--- config.mk ---
export PLATFORM = sky130hd
export DESIGN_NAME = fb_write_sched
export DESIGN_NICKNAME = d
export VERILOG_FILES = /design/src/rtl/fb_pkg.sv /design/src/rtl/rr_arb2.sv /design/src/rtl/fb_write_sched.sv
export SDC_FILE = /design/constraint.sdc
export NUM_CORES = 1
export LEC_CHECK = 0
export CAP_MARGIN = 20
export CELL_PAD_IN_SITES_DETAIL_PLACEMENT = 0
export CELL_PAD_IN_SITES_GLOBAL_PLACEMENT = 1
export CORE_MARGIN = 4
export CORE_UTILIZATION = 37
export DETAILED_ROUTE_END_ITERATION = 7
export GPL_ROUTABILITY_DRIVEN = 0
export PLACE_DENSITY = 0.89
export SLEW_MARGIN = 25
export SYNTH_ARGS = -nofsm -noshare
export SYNTH_HDL_FRONTEND = slang
export SYNTH_SLANG_ARGS = --single-unit
--- constraint.sdc ---
create_clock -name gpu_clk_150 -period 2.8 [get_ports gpu_clk_150]
set_clock_uncertainty 0.2 [all_clocks]
set_input_delay 0.56 -clock gpu_clk_150 [delete_from_list [all_inputs] [get_ports gpu_clk_150]]
set_output_delay 0.56 -clock gpu_clk_150 [all_outputs]
set_load 0.005 [all_outputs]
--- src/rtl/fb_pkg.sv ---
// Shared frame buffer types: default geometry, coordinate/colour widths and
// the write scheduler state encoding.
package fb_pkg;

    localparam int FB_W_DEFAULT = 320;
    localparam int FB_H_DEFAULT = 240;

    typedef logic [8:0] coord_t;
    typedef logic [3:0] color_t;

    typedef enum logic {
        SERVE = 1'b0,
        CLEAR = 1'b1
    } state_t;

endpackage : fb_pkg

--- src/rtl/rr_arb2.sv ---
// Two-way round-robin arbiter: a lone requester always wins, a tie goes to
// the requester that was not granted most recently.
module rr_arb2 (
    input  logic       clk,
    input  logic       rst_n,
    input  logic [1:0] valid,
    input  logic       advance,
    output logic [1:0] grant
);

    logic last_r;

    // One-hot grant from the request vector and the last winner
    always_comb begin
        grant = 2'b00;
        case (valid)
            2'b01:   grant = 2'b01;
            2'b10:   grant = 2'b10;
            2'b11:   grant = last_r ? 2'b01 : 2'b10;
            default: grant = 2'b00;
        endcase
    end

    // Last-winner pointer; reset favours requester 0 on the first tie
    always_ff @(posedge clk or negedge rst_n) begin
        if (!rst_n) begin
            last_r <= 1'b1;
        end else if (advance) begin
            last_r <= grant[1];
        end else begin
            last_r <= last_r;
        end
    end

endmodule : rr_arb2

--- src/rtl/fb_write_sched.sv ---
// Frame buffer write scheduler: arbitrates rasterizer and sprite writes, and
// performs full-screen colour fills in raster order.
module fb_write_sched
    import fb_pkg::*;
#(
    parameter int FB_W = FB_W_DEFAULT,
    parameter int FB_H = FB_H_DEFAULT
) (
    input  logic            gpu_clk_150,
    input  logic            reset_n,
    input  logic            clear_start,
    input  logic [3:0]      clear_color,
    output logic            clear_busy,
    input  logic [1:0]      req_valid,
    input  logic [1:0][8:0] req_x,
    input  logic [1:0][8:0] req_y,
    input  logic [1:0][3:0] req_data,
    output logic [1:0]      req_ready,
    output logic [8:0]      fb_x,
    output logic [8:0]      fb_y,
    output logic [3:0]      fb_data,
    output logic            fb_we,
    output logic [15:0]     drop_count
);

    localparam coord_t X_LAST = coord_t'(FB_W - 1);
    localparam coord_t Y_LAST = coord_t'(FB_H - 1);

    state_t      state_r;
    state_t      state_s;
    coord_t      cnt_x_r;
    coord_t      cnt_y_r;
    color_t      fill_color_r;
    logic        fill_last_s;

    logic        serve_s;
    logic [1:0]  arb_valid_s;
    logic [1:0]  grant_s;
    logic        xfer_s;
    logic        sel_s;
    coord_t      sel_x_s;
    coord_t      sel_y_s;
    color_t      sel_data_s;
    logic        in_range_s;

    logic        we_s;
    coord_t      wx_s;
    coord_t      wy_s;
    color_t      wd_s;
    logic        drop_inc_s;

    logic        fb_we_r;
    coord_t      fb_x_r;
    coord_t      fb_y_r;
    color_t      fb_data_r;
    logic [15:0] drop_count_r;

    assign fill_last_s = (cnt_x_r == X_LAST) && (cnt_y_r == Y_LAST);
    // Requests are only eligible in SERVE, never alongside a clear request or in reset
    assign serve_s     = reset_n && (state_r == SERVE) && !clear_start;
    assign arb_valid_s = serve_s ? req_valid : 2'b00;
    assign xfer_s      = |grant_s;
    assign sel_s       = grant_s[1];
    assign sel_x_s     = req_x[sel_s];
    assign sel_y_s     = req_y[sel_s];
    assign sel_data_s  = req_data[sel_s];
    assign in_range_s  = (sel_x_s <= X_LAST) && (sel_y_s <= Y_LAST);

    rr_arb2 u_arb (
        .clk     (gpu_clk_150),
        .rst_n   (reset_n),
        .valid   (arb_valid_s),
        .advance (xfer_s),
        .grant   (grant_s)
    );

    // Next-state logic for the serve/fill controller
    always_comb begin
        state_s = state_r;
        case (state_r)
            SERVE: begin
                if (clear_start) state_s = CLEAR;
                else             state_s = SERVE;
            end
            CLEAR: begin
                if (fill_last_s) state_s = SERVE;
                else             state_s = CLEAR;
            end
            default: state_s = SERVE;
        endcase
    end

    // State register
    always_ff @(posedge gpu_clk_150 or negedge reset_n) begin
        if (!reset_n) begin
            state_r <= SERVE;
        end else begin
            state_r <= state_s;
        end
    end

    // Fill raster counters and latched fill colour
    always_ff @(posedge gpu_clk_150 or negedge reset_n) begin
        if (!reset_n) begin
            cnt_x_r      <= 9'd0;
            cnt_y_r      <= 9'd0;
            fill_color_r <= 4'd0;
        end else if ((state_r == SERVE) && clear_start) begin
            cnt_x_r      <= 9'd0;
            cnt_y_r      <= 9'd0;
            fill_color_r <= clear_color;
        end else if (state_r == CLEAR) begin
            if (cnt_x_r == X_LAST) begin
                cnt_x_r <= 9'd0;
                cnt_y_r <= fill_last_s ? 9'd0 : cnt_y_r + 9'd1;
            end else begin
                cnt_x_r <= cnt_x_r + 9'd1;
                cnt_y_r <= cnt_y_r;
            end
        end else begin
            cnt_x_r      <= cnt_x_r;
            cnt_y_r      <= cnt_y_r;
            fill_color_r <= fill_color_r;
        end
    end

    // Select this cycle's write: fill pixel, in-range transfer, or nothing (hold address/data)
    always_comb begin
        we_s       = 1'b0;
        wx_s       = fb_x_r;
        wy_s       = fb_y_r;
        wd_s       = fb_data_r;
        drop_inc_s = 1'b0;
        if (state_r == CLEAR) begin
            we_s = 1'b1;
            wx_s = cnt_x_r;
            wy_s = cnt_y_r;
            wd_s = fill_color_r;
        end else if (xfer_s) begin
            if (in_range_s) begin
                we_s = 1'b1;
                wx_s = sel_x_s;
                wy_s = sel_y_s;
                wd_s = sel_data_s;
            end else begin
                drop_inc_s = 1'b1;
            end
        end else begin
            we_s = 1'b0;
        end
    end

    // Registered frame buffer port and saturating drop counter
    always_ff @(posedge gpu_clk_150 or negedge reset_n) begin
        if (!reset_n) begin
            fb_we_r      <= 1'b0;
            fb_x_r       <= 9'd0;
            fb_y_r       <= 9'd0;
            fb_data_r    <= 4'd0;
            drop_count_r <= 16'd0;
        end else begin
            fb_we_r   <= we_s;
            fb_x_r    <= wx_s;
            fb_y_r    <= wy_s;
            fb_data_r <= wd_s;
            if (drop_inc_s && (drop_count_r != 16'hFFFF)) begin
                drop_count_r <= drop_count_r + 16'd1;
            end else begin
                drop_count_r <= drop_count_r;
            end
        end
    end

    assign clear_busy = (state_r == CLEAR);
    assign req_ready  = grant_s;
    assign fb_we      = fb_we_r;
    assign fb_x       = fb_x_r;
    assign fb_y       = fb_y_r;
    assign fb_data    = fb_data_r;
    assign drop_count = drop_count_r;

endmodule : fb_write_sched

==> impl_metrics.csv, run 1 <==
group,metric,value,unit
run_status,outcome,"finished clean",
worst_setup_path,critPathLaunchType,"input port",
worst_setup_path,rrSetupSlack,0.50,ns
power_and_ir_drop,ir_drop,0.0002121,V
synthesis,top_cells_by_count,"dfrtp_1 (62), nand2_1 (62), nor2_1 (26)",
clock_network,cts-hold-fix-buffers,1,
power_and_ir_drop,seqPwrFrac,0.486,
layout,lay_top_count,"clkdlybuf4s50_1",
floorplanning,die_w,105.6,um
layout,final_area,4897,um2
power_and_ir_drop,power.group.top,"registers",
worst_setup_path,critPathMaxFanout,5,
placed_design,portBuffers,94,
synthesis,top_area_frac,0.4400,
drt,drt_iter0_drc,116,
job,cap_violations,0,
drt,num_vias,3178,
synthesis,ys_sh_simple,0.2512,
drt,top_layer_used,"met4",
synthesis,yosys_cells,357,
layout,layout_top_cells,"clkdlybuf4s50_1 (90), nand2_1 (62), dfrtp_1 (61)",
global_routing,grt_overflow,0,
power_and_ir_drop,internal-power,1.496,mW
[run 1: layout make-up]
type	instances	area [um2]
multi-input cells	262	1803
repair buffers	114	1097
clock buffers	12	155.1
fillers	838	4343
well taps	129	161.4
clock inverters	3	42.54
inverters	15	58.81
flip-flops and latches	63	1579
[run 1: flip-flops by register name, indices dropped and copies added, names as in the netlist]
signal and count:
clear_busy 1, cnt_x_r 9, cnt_y_r 9, drop_count 16, fb_data 4, fb_we 1
fb_x 9, fb_y 9, fill_color_r 4, u_arb.last_r 1
[run 1: through the flow]
stage                     setup slack [ns]    util  hold WS [ns]
after floorplan                     0.5704       -       0.06441
after global placement             -0.1755  0.5071        0.2720
after CTS                           0.1995  0.5300        0.2600
after global routing                0.1675  0.5300        0.2939
after detailed placement           -0.1484  0.5071        0.2714
final                               0.1986  0.5300        0.2234
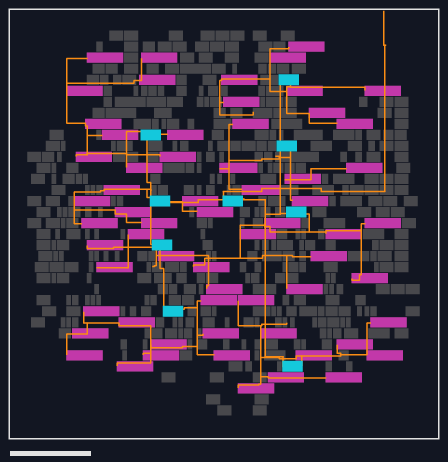
*Clock wires, drivers and flops, run 1*
Bar = 20 um.
- cells driving clock nets: cyan (count 9)
- clock wires: orange (length 948 um)
- flip-flops: magenta (count 63)
- routed clock nets: 10

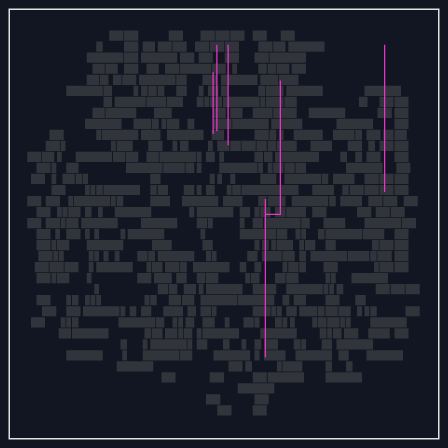
*Signal wires on met4, run 1*
Cells faint in the background.
- nets with wire on the layer: 5
- share of all routed wire: 1.7%
- wire length on this layer: 172 um
- longest straight run: 38.8 um
- main direction: vertical

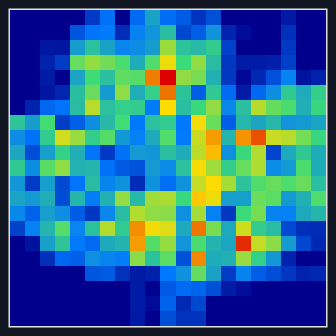
*Signal metal coverage by tile, run 1*
21 x 21 tiles, from dark blue (low) to red (high), scaled to the fullest tile. Values are wire area over tile area, all layers added.
- emptiest ninth of the die: south-west
- tiles over half the peak: 20%
- nearly empty tiles: 22%
- fullest tile: 0.49

==> run 2, diff against run 1 <==
SYNTH_HIERARCHICAL = 1   (was default)
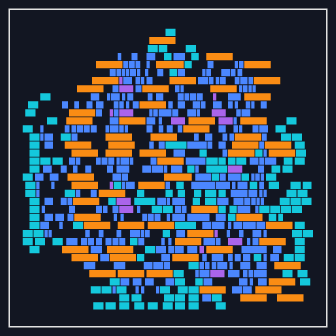
*Cells coloured by class, run 2*
- all other logic: blue (cells 295; share of their area 40%)
- other buffers and delay cells: cyan (cells 132; share of their area 25%)
- flip-flops: orange (cells 63; share of their area 31%)
- clock drivers and dummy loads: purple (cells 16; share of their area 3.2%)

==> run 2 against run 1 <==
Sequential cell count unchanged. Global-route usage increased by 1.6 points. Sequential share of layout area decreased by 1.8 points. Worst setup slack got worse by 0.081 ns. Utilization increased by 2.3 points.
==> impl_metrics.csv, run 2 <==
group,metric,value,unit
run_status,outcome,"finished clean",
layout,layout_top_cells,"clkdlybuf4s50_1 (89), dfrtp_1 (61), o22ai_1 (36)",
floorplanning,tap_cells,129,
synthesis,top_area_frac,0.4289,
job,cap_violations,0,
clock_network,cts_tree,"done",
layout,fin_util,0.5530,
layout,clk_share,0.03114,
placed_design,dpl_worst_slack,-0.5068,ns
clock_network,cts-hold-fix-buffers,1,
layout,largest_class,"logic gates",
layout,bufAreaShareNonClock,0.2470,
layout,final_area,5182,um2
layout,comb_area,1967,um2
worst_setup_path,critPathMaxFanout,3,
drt,num_vias,3545,
layout,fill_cells,865,
synthesis,top_cells_by_count,"dfrtp_1 (62), o22ai_1 (36), nor2_1 (32)",
drt,drt_iter0_drc,130,
layout,comb_area_frac,0.3795,
layout,lay_top_count,"clkdlybuf4s50_1",
synthesis,yosys_cells,386,
layout,ff_count,63,
layout,nMultiInputCombCells,286,
sta,hold_ws,0.2802,ns
layout,buffers,132,
layout,ff_latch_area,1579,um2
power_and_ir_drop,internal-power,1.867,mW
placed_design,portBuffers,94,
drt,top_layer_used,"met4",
worst_setup_path,rrSetupSlack,0.22,ns
layout,seq_share,0.3047,
layout,num-clock-buffers,15,
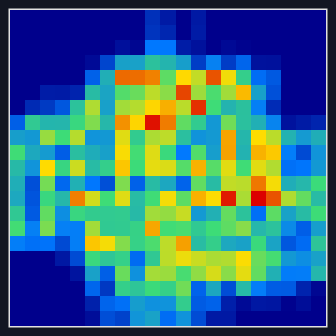
*Signal metal coverage by tile, run 2*
21 x 21 tiles, from dark blue (low) to red (high), scaled to the fullest tile. Values are wire area over tile area, all layers added.
- tiles over half the peak: 28%
- fullest tile: 0.49
- emptiest ninth of the die: north-west
- nearly empty tiles: 25%
- mean over tiles: 0.16
- densest ninth of the die: centre

==> run 2: layer usage <==
metal	up-vias	GRT usage
li1	1665	-
met5	-	0
met4	0	0.07580
met2	146	0.3224
met3	17	0.04214
met1	1717	0.2688
==> run 2: kinds of logic (layout without fill, tap and decap cells) <==
group / count (synthesis) / after routing / synth area share
compound gates: 123 / 123 / 0.2238
xor+xnor: 20 / 20 / 0.04843
fa+ha+maj: 3 / 3 / 0.01038
buf+inv: 37 / 157 / 0.04669
flops: 63 / 63 / 0.4362
mux: 9 / 9 / 0.02802
simple gates: 131 / 131 / 0.2065
==> run 2: power groups by stage <==
stage	combinational, mW	clock, mW	sequential [mW]
floorplan	0.371	0	1.23
global placement	0.687	0	1.29
detailed placement	0.715	0	1.29
CTS	0.721	0.694	1.28
global route	0.796	0.740	1.31
finish	0.716	0.688	1.28
Power figures rest on the tool's default switching activity, not on a simulated workload.
